### src/rtl/spi_pkg.sv
// Shared definitions for the SPI master: FSM state encoding and the
// bit positions of CPOL/CPHA inside the 2-bit spi_mode word.
package spi_pkg;

  typedef enum logic [2:0] {
    IDLE,
    SETUP,
    XFER,
    HOLD,
    GAP
  } spi_state_t;

  localparam int CPOL_BIT = 1;
  localparam int CPHA_BIT = 0;

endpackage

### src/rtl/spi_clk_gen.sv
// SCLK generator: half-period timer, SCLK edge counter, the registered SCLK
// and the leading/trailing edge strobes consumed by the master's shifters.
module spi_clk_gen
  import spi_pkg::*;
#(
  parameter  int DATA_W = 16,
  parameter  int DIV_W  = 8,
  localparam int EDGE_W = $clog2(2 * DATA_W)
) (
  input  logic             i_clk,
  input  logic             i_rst_n,
  input  spi_state_t       i_state,
  input  logic             i_accept,
  input  logic [DIV_W-1:0] i_clk_div,
  input  logic             i_cpol,
  output logic             o_tick,
  output logic             o_lead,
  output logic             o_trail,
  output logic             o_first,
  output logic             o_last,
  output logic             o_sclk
);

  logic [DIV_W-1:0]  r_timer;
  logic [DIV_W-1:0]  r_half;
  logic [EDGE_W-1:0] r_edge;
  logic              r_sclk;
  logic              w_tick;
  logic              w_xfer_tick;

  assign w_tick      = (i_state != IDLE) && (r_timer == '0);
  assign w_xfer_tick = w_tick && (i_state == XFER);

  // The timer reloads to H-1 (the latched divider) on every tick, so each
  // phase of the transfer lasts a whole number of SCLK half-periods.
  always_ff @(posedge i_clk or negedge i_rst_n) begin
    if (!i_rst_n) begin
      r_timer <= '0;
      r_half  <= '0;
    end else if (i_state == IDLE) begin
      if (i_accept) begin
        r_timer <= i_clk_div;
        r_half  <= i_clk_div;
      end
    end else if (w_tick) begin
      r_timer <= r_half;
    end else begin
      r_timer <= r_timer - 1'b1;
    end
  end

  // In IDLE the clock tracks the live CPOL so the line already rests at the
  // right level when a transfer is accepted.
  always_ff @(posedge i_clk or negedge i_rst_n) begin
    if (!i_rst_n) begin
      r_edge <= '0;
      r_sclk <= 1'b0;
    end else if (i_state == IDLE) begin
      r_sclk <= i_cpol;
      if (i_accept) begin
        r_edge <= '0;
      end
    end else if (w_xfer_tick) begin
      r_sclk <= ~r_sclk;
      r_edge <= r_edge + 1'b1;
    end
  end

  assign o_tick  = w_tick;
  assign o_lead  = w_xfer_tick && !r_edge[0];
  assign o_trail = w_xfer_tick && r_edge[0];
  assign o_first = (r_edge == '0);
  assign o_last  = (r_edge == EDGE_W'(2 * DATA_W - 1));
  assign o_sclk  = r_sclk;

endmodule

### src/rtl/spi_master_v2.sv
// SPI master with start/ready/done handshake, programmable SCLK divider and
// all four CPOL/CPHA modes. Define SPI_LSB_FIRST_EN to add the lsb_first input.
module spi_master_v2
  import spi_pkg::*;
#(
  parameter  int DATA_W = 16,
  parameter  int NUM_SS = 4,
  parameter  int DIV_W  = 8,
  localparam int SEL_W  = (NUM_SS > 1) ? $clog2(NUM_SS) : 1
) (
  input  logic              i_clk,
  input  logic              i_rst_n,
  input  logic              i_start,
  input  logic [DATA_W-1:0] i_din,
  input  logic [SEL_W-1:0]  i_slave_sel,
  input  logic [1:0]        i_spi_mode,
  input  logic [DIV_W-1:0]  i_clk_div,
`ifdef SPI_LSB_FIRST_EN
  input  logic              i_lsb_first,
`endif
  output logic              o_ready,
  output logic              o_busy,
  output logic              o_done,
  output logic [DATA_W-1:0] o_dout,
  output logic [NUM_SS-1:0] o_ss,
  output logic              o_sclk,
  output logic              o_mosi,
  input  logic              i_miso
);

  spi_state_t        r_state;
  spi_state_t        w_next;
  logic              w_accept;
  logic              w_capture;
  logic              w_tick;
  logic              w_lead;
  logic              w_trail;
  logic              w_first;
  logic              w_last;
  logic              w_sample;
  logic              w_shift;
  logic              w_lsb;
  logic [NUM_SS-1:0] w_ss_dec;

  logic              r_ready;
  logic              r_done;
  logic              r_cpha;
  logic [DATA_W-1:0] r_tx;
  logic [DATA_W-1:0] r_rx;
  logic [DATA_W-1:0] r_dout;
  logic [NUM_SS-1:0] r_ss;

  spi_clk_gen #(
    .DATA_W (DATA_W),
    .DIV_W  (DIV_W)
  ) u_clk_gen (
    .i_clk     (i_clk),
    .i_rst_n   (i_rst_n),
    .i_state   (r_state),
    .i_accept  (w_accept),
    .i_clk_div (i_clk_div),
    .i_cpol    (i_spi_mode[CPOL_BIT]),
    .o_tick    (w_tick),
    .o_lead    (w_lead),
    .o_trail   (w_trail),
    .o_first   (w_first),
    .o_last    (w_last),
    .o_sclk    (o_sclk)
  );

  always_ff @(posedge i_clk or negedge i_rst_n) begin
    if (!i_rst_n) begin
      r_state <= IDLE;
      r_ready <= 1'b0;
    end else begin
      r_state <= w_next;
      r_ready <= (w_next == IDLE);
    end
  end

  always_comb begin
    w_next    = r_state;
    w_accept  = 1'b0;
    w_capture = 1'b0;
    case (r_state)
      IDLE: begin
        if (i_start) begin
          w_next   = SETUP;
          w_accept = 1'b1;
        end
      end
      SETUP: if (w_tick) w_next = XFER;
      XFER:  if (w_tick && w_last) w_next = HOLD;
      HOLD: begin
        if (w_tick) begin
          w_next    = GAP;
          w_capture = 1'b1;
        end
      end
      GAP:     if (w_tick) w_next = IDLE;
      default: w_next = IDLE;
    endcase
  end

  // An out-of-range select matches no index, so every line stays high.
  always_comb begin
    w_ss_dec = '1;
    for (int i = 0; i < NUM_SS; i++) begin
      if (i_slave_sel == SEL_W'(i)) begin
        w_ss_dec[i] = 1'b0;
      end
    end
  end

`ifdef SPI_LSB_FIRST_EN
  logic r_lsb;

  always_ff @(posedge i_clk or negedge i_rst_n) begin
    if (!i_rst_n) begin
      r_lsb <= 1'b0;
    end else if (w_accept) begin
      r_lsb <= i_lsb_first;
    end
  end

  assign w_lsb = r_lsb;
`else
  assign w_lsb = 1'b0;
`endif

  // CPHA=1 skips the shift on the very first edge; CPHA=0 skips the last.
  assign w_sample = r_cpha ? w_trail : w_lead;
  assign w_shift  = r_cpha ? (w_lead && !w_first) : (w_trail && !w_last);

  always_ff @(posedge i_clk or negedge i_rst_n) begin
    if (!i_rst_n) begin
      r_tx   <= '0;
      r_rx   <= '0;
      r_dout <= '0;
      r_cpha <= 1'b0;
      r_ss   <= '1;
      r_done <= 1'b0;
    end else begin
      r_done <= w_capture;
      if (w_accept) begin
        r_tx   <= i_din;
        r_rx   <= '0;
        r_cpha <= i_spi_mode[CPHA_BIT];
        r_ss   <= w_ss_dec;
      end else begin
        if (w_sample) begin
          r_rx <= w_lsb ? {i_miso, r_rx[DATA_W-1:1]} : {r_rx[DATA_W-2:0], i_miso};
        end
        if (w_shift) begin
          r_tx <= w_lsb ? (r_tx >> 1) : (r_tx << 1);
        end
        if (w_capture) begin
          r_ss   <= '1;
          r_dout <= r_rx;
        end
      end
    end
  end

  assign o_mosi  = ((r_state == SETUP) || (r_state == XFER) || (r_state == HOLD)) ?
                   (w_lsb ? r_tx[0] : r_tx[DATA_W-1]) : 1'b0;
  assign o_ready = r_ready;
  assign o_busy  = ~r_ready;
  assign o_done  = r_done;
  assign o_dout  = r_dout;
  assign o_ss    = r_ss;

endmodule

### config.mk
export PLATFORM = sky130hd
export DESIGN_NAME = spi_master_v2
export DESIGN_NICKNAME = d
export VERILOG_FILES = /design/src/rtl/spi_pkg.sv /design/src/rtl/spi_clk_gen.sv /design/src/rtl/spi_master_v2.sv
export SDC_FILE = /design/constraint.sdc
export NUM_CORES = 1
export LEC_CHECK = 0
export CORE_MARGIN = 2
export CORE_UTILIZATION = 47
export DETAILED_ROUTE_END_ITERATION = 8
export GPL_ROUTABILITY_DRIVEN = 0
export PLACE_DENSITY_LB_ADDON = 0.2
export SYNTH_ARGS = -nofsm -noshare
export SYNTH_HDL_FRONTEND = slang
export SYNTH_SLANG_ARGS = --single-unit
export TNS_END_PERCENT = 20
### constraint.sdc
create_clock -name i_clk -period 2.25 [get_ports i_clk]
set_input_delay 0.3375 -clock i_clk [delete_from_list [all_inputs] [get_ports i_clk]]
set_output_delay 0.3375 -clock i_clk [all_outputs]
set_load 0.02 [all_outputs]
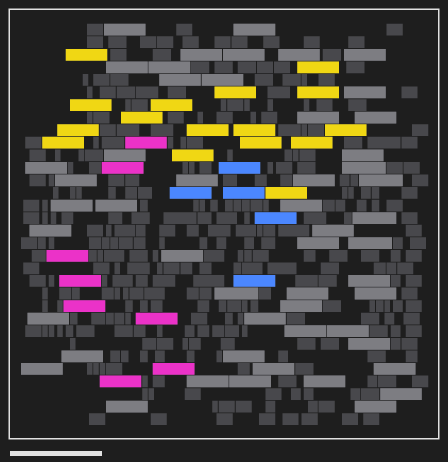
Run 1: where the registers sit
Bar = 20 um. Other sequential cells in the stronger gray, the rest of the logic in the fainter gray.
Key: blue = `u_clk_gen.r_edge` [sequential cells 5, where center]; yellow = `r_rx` [sequential cells 16]; magenta = `u_clk_gen.r_timer` [sequential cells 8]
Another 51 sequential cells are not colored.
Reg area: 2010 um^2
Finished Core Util: 60.2%

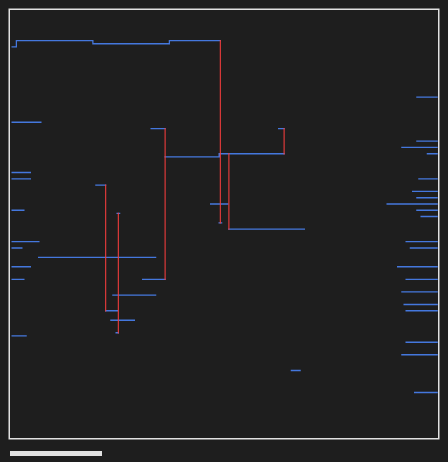
Run 1: routed metal, one color a layer
Bar = 20 um. Two of the layers only.
Key: blue = met3 [wire length 302 um]; red = met4 [wire length 147 um]

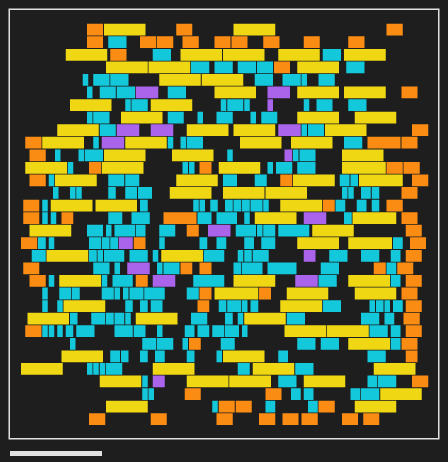
Run 1: placement by cell class
Bar = 20 um.
Key: yellow = flip-flops [cells 80]; cyan = all other logic [cells 224]; orange = other buffers and delay cells [cells 74]; purple = clock drivers and dummy loads [cells 16]

## run 1: flip-flops by register name, indices dropped and copies added (netlist names)
| name | count |
|---|---|
| o_done | 1 |
| o_dout | 16 |
| o_ready | 1 |
| o_ss | 4 |
| r_cpha | 1 |
| r_rx | 16 |
| r_state | 3 |
| r_tx | 16 |
| u_clk_gen.o_sclk | 1 |
| u_clk_gen.r_edge | 5 |
| u_clk_gen.r_half | 8 |
| u_clk_gen.r_timer | 8 |
## run 1: Yosys cell counts, drive strengths merged, types with 8 or more instances
cell type | instances | area (um^2)
dfrtp | 76 | 1900
nand2 | 38 | 143
nor2 | 24 | 90.1
mux2i | 21 | 210
mux2 | 20 | 225
nand2b | 15 | 93.8
o221a | 15 | 169
buf | 13 | 78.8
nand3 | 11 | 60.1
inv | 9 | 33.8
a21oi | 8 | 40.0
==> flow_summary.ini, run 1 <==
; yosys + openroad results
[run_status]
outcome = finished, final reports clean

[synthesis]
mux_area_share_pct = 11.8
fp_nets = 359
ys_cells = 322
xor_area_share_pct = 1.42
ys_seq_share_pct = 54.3
yosysWarnings = 0
yosysUniqueCellTypes = 49
syn_inst = 322
syn_area_um2 = 3690
synth-adder-area-share_pct = 1.69
synth-edff-count = 0
synth_async_sr_flop_share_pct = 100
yosys-dominant-comb-family = simple AND/OR/NAND/NOR gates

[floorplanning]
core-area_um2 = 7690
io_pins = 57
die_w_um = 92.7
die_area_um2 = 8580
row_count = 32
nWellTaps = 102
fp.dieH_um = 92.7
initCoreUtil_pct = 48.0

[final_timing]
fin_skew_ns = 0.0100
min_period_over_period_pct = 96.3
whs_ns = 0.484
fmaxAchievable_mhz = 462
max_slew_margin_pct = 64.6
tns_ns = 0
rsz0062_at_grt = yes
finalMaxSlewViolations = 0
hold_viol_final = 0
worst_pin_slew_ns = 0.530
setup_slack_ns = 0.0839
setup_viol = 0

[routing]
antenna_left = 0
routed-wl-met2_um = 3450
drt-total-wl_um = 7240
met1_length_um = 3340
wl_met3_um = 302
dr.pass1.iters = 4
drt_iter0_markers = 119
viasPerCell = 5.33
wl_per_cell_um = 14.6
vias = 2642
route.detailed.drc = 0

[cells_and_area]
layout.cells.most_common_list = dfrtp_1, clkdlybuf4s50_1, nand2_1, nor2_1, mux2i_1
finalNonFillerCells = 496
final-nonclk-buf-share_pct = 15.6
filler_cell_count = 661
seq_share_pct = 43.4
clkbuf_count = 12
diodes = 0
sh_comb_area_pct = 33.6
n_all_inverters = 9
seq_cells = 80
comb_cells = 215
drive_above_1_share_pct = 18.8
fin_area_um2 = 4630
area_growth_pct = 25.4

[power_and_ir_drop]
seq_power_share_pct = 57.1
intPower_mw = 1.96
p_seq_mw = 1.44
power.total_mw = 2.52
clk-power_mw = 0.975
ir_drop_v = 0.000461
clkPwrFrac_pct = 38.7
p_sw_mw = 0.557
p_leak_nw = 2.07
sw_frac_of_total_pct = 22.1
power_density_nw_per_um2 = 544

[setup_path]
worstPathRequired_ns = 2.48
reg2reg_slack_ns = 0.08
path_buffers = 2
crit_cells = 6
cpMaxStageDelayCell = or3b_2
crit_end = o_dout[15]$_DFFE_PN0P_
timing.rr.start = u_clk_gen.r_timer[0]$_DFFE_PN0P_
crit_fanout = 21
cp_cell_sequence = inv_1 > ha_1 > or3b_2 > nor3_2 > buf_12 > mux2_2
cp-end-kind = flop
r2r_end = o_dout[15]$_DFFE_PN0P_
slowest_delay_ns = 0.52
crit_type = reg -> reg
crit_start = u_clk_gen.r_timer[0]$_DFFE_PN0P_

[clock_tree]
worstSkewPairLatency_ns = 0.34
ctsLongestPathBuffers = 2
root_buffer = clkbuf_8
cts_sinks = 80
clkTransAtPathRegs_ns = 0.08
cts_resized = 0

[grt]
grt.met2_usage_pct = 29.6
grt_overflow = 0
grt_start_max_net_pins = 42
grt_pass1_vias = 2681
grt_util_met3_pct = 3.34
grt_use_total_pct = 18.5
antenna_found_initial = 0
busiest_layer = met2
grt_first_pass_wirelength_um = 12700

[placed_design]
hpwl_um = 4950
place_worst_setup_slack_ns = 0.115
postPlaceCellArea_um2 = 4440
dp_cells = 479

[min_path]
hold_depth = 2
min_path_type = reg -> reg
holdPathEnd = u_clk_gen.r_half[3]$_DFFE_PN0P_
min_from = u_clk_gen.r_half[3]$_DFFE_PN0P_

[flow_run]
cap_violations = 0
stage_log_warnings = 29
Run 1, routing congestion:
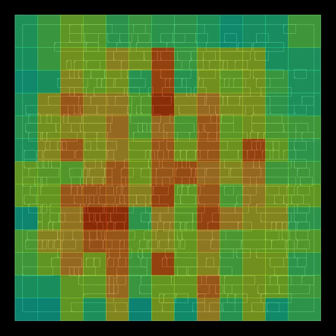

==> run 1 -> run 2 <==
--- a/config.mk
+++ b/config.mk
@@ -10,6 +10,7 @@
 export DETAILED_ROUTE_END_ITERATION = 8
 export GPL_ROUTABILITY_DRIVEN = 0
 export PLACE_DENSITY_LB_ADDON = 0.2
+export RECOVER_POWER = 25
 export SYNTH_ARGS = -nofsm -noshare
 export SYNTH_HDL_FRONTEND = slang
 export SYNTH_SLANG_ARGS = --single-unit
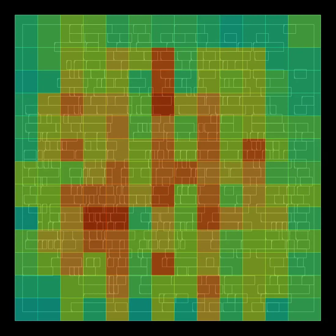
Run 2: routing congestion
Total GRT Usage: 18.5%
M1 GR Usage: 25.4%
grt peak-use layer: met2

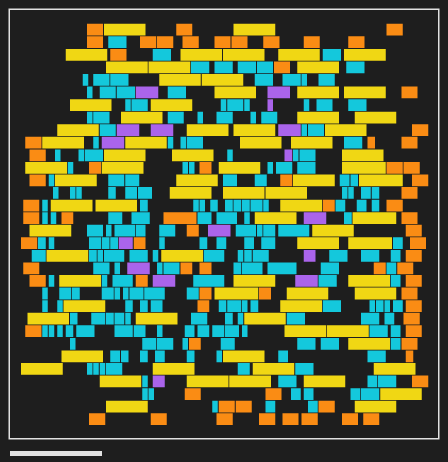
Run 2: placement by cell class
Bar = 20 um.
Key: orange = other buffers and delay cells [cells 74]; cyan = all other logic [cells 224]; yellow = flip-flops [cells 80]; purple = clock drivers and dummy loads [cells 16]

==> flow_summary.ini, run 2 <==
; yosys + openroad results
[grt]
grt_pass1_vias = 2681
grt.met2_usage_pct = 29.6
antenna_found_initial = 0
grt_overflow = 0
grt_start_max_net_pins = 42
grt_first_pass_wirelength_um = 12700

[synthesis]
topCellsByArea = dfrtp_1, mux2_2, mux2i_1, nand2_1, o221a_1
fp_nets = 359
ys_seq_share_pct = 54.3
yosysWarnings = 0
synth-edff-count = 0
top_area_cell = dfrtp_1
syn_inst = 322
xor_area_share_pct = 1.42
top_cell_area_share_pct = 51.5
synth_async_sr_flop_share_pct = 100
synth-adder-area-share_pct = 1.69
ys_cells = 322
synth.cells.most_frequent = dfrtp_1, nand2_1, nor2_1, mux2i_1, mux2_2
yosysUniqueCellTypes = 49

[cells_and_area]
comb_cells = 215
diodes = 0
n_all_inverters = 9
seq_cells = 80
layout.cells.most_common_list = dfrtp_1, clkdlybuf4s50_1, nand2_1, nor2_1, mux2i_1
seq_share_pct = 43.5
fin_area_um2 = 4610
filler_cell_count = 664
final-nonclk-buf-share_pct = 15.2
sh_comb_area_pct = 33.7
drive_above_1_share_pct = 18.8
clkbuf_count = 12

[floorplanning]
fp.dieH_um = 92.7
initCoreUtil_pct = 48.0
io_pins = 57
die_area_um2 = 8580
row_count = 32
nWellTaps = 102

[placed_design]
postPlaceCellArea_um2 = 4440
place_worst_setup_slack_ns = 0.115
hpwl_um = 4950

[flow_run]
stage_log_warnings = 29
cap_violations = 0

[final_timing]
rsz0062_at_grt = yes
min_period_over_period_pct = 96.2
tns_ns = 0
worst_pin_slew_ns = 0.989
max_slew_margin_pct = 34.0
fmaxAchievable_mhz = 462
finalMaxSlewViolations = 0
setup_viol = 0

[routing]
antenna_left = 0
viasPerCell = 5.31
routed-wl-met2_um = 3440
route.detailed.drc = 0
wl_met3_um = 292
wl_per_cell_um = 14.6
drt_iter0_markers = 119
vias = 2636
dr.pass1.iters = 4
met1_length_um = 3360

[power_and_ir_drop]
power_density_nw_per_um2 = 545
power.total_mw = 2.52
ir_drop_v = 0.000462
intPower_mw = 1.96
seq_power_share_pct = 57.2
clkPwrFrac_pct = 38.8
sw_frac_of_total_pct = 22.2
p_leak_nw = 2.06

[run_status]
outcome = finished, final reports clean

[setup_path]
crit_start = u_clk_gen.r_timer[0]$_DFFE_PN0P_
cp_cell_sequence = inv_1 > ha_1 > or3b_2 > nor3_2 > buf_12 > mux2_2
reg2reg_slack_ns = 0.08
cp-end-kind = flop
crit_end = o_dout[15]$_DFFE_PN0P_
slowest_delay_ns = 0.52
path_buffers = 2
r2r_end = o_dout[15]$_DFFE_PN0P_
cpMaxStageDelayCell = or3b_2
worstPathRequired_ns = 2.48
crit_cells = 6

[clock_tree]
cts_sinks = 80
root_buffer = clkbuf_8
worstSkewPairLatency_ns = 0.34
-- run 2: timing repair --
action                                 CTS  global route
hold buffers                             1             0
setup buffers                            0             0
resized                                  0             1
endpoints found under the hold margin   31             0
setup endpoints to repair                0             9
-- run 2: power by group through the flow --
| stage | clock, mW | combinational, mW | sequential (mW) |
|---|---|---|---|
| CTS | 1.00 | 0.109 | 1.44 |
| global placement | 0 | 0.106 | 1.47 |
| finish | 0.976 | 0.101 | 1.44 |
| global route | 1.06 | 0.114 | 1.44 |
| floorplan | 0 | 0.0145 | 1.47 |
| detailed placement | 0 | 0.107 | 1.47 |
-- run 2: through the flow --
stage               utilization (%)  std cells  hold WS [ns]
detailed placement             57.7        479         0.360
finish                         60.0        496         0.484
floorplan                         -        322        0.0419
CTS                            60.2        496         0.484
global route                   60.0        496         0.510
global placement               57.7        479         0.356
No activity file was given, so power comes from the tool's default toggle rates.
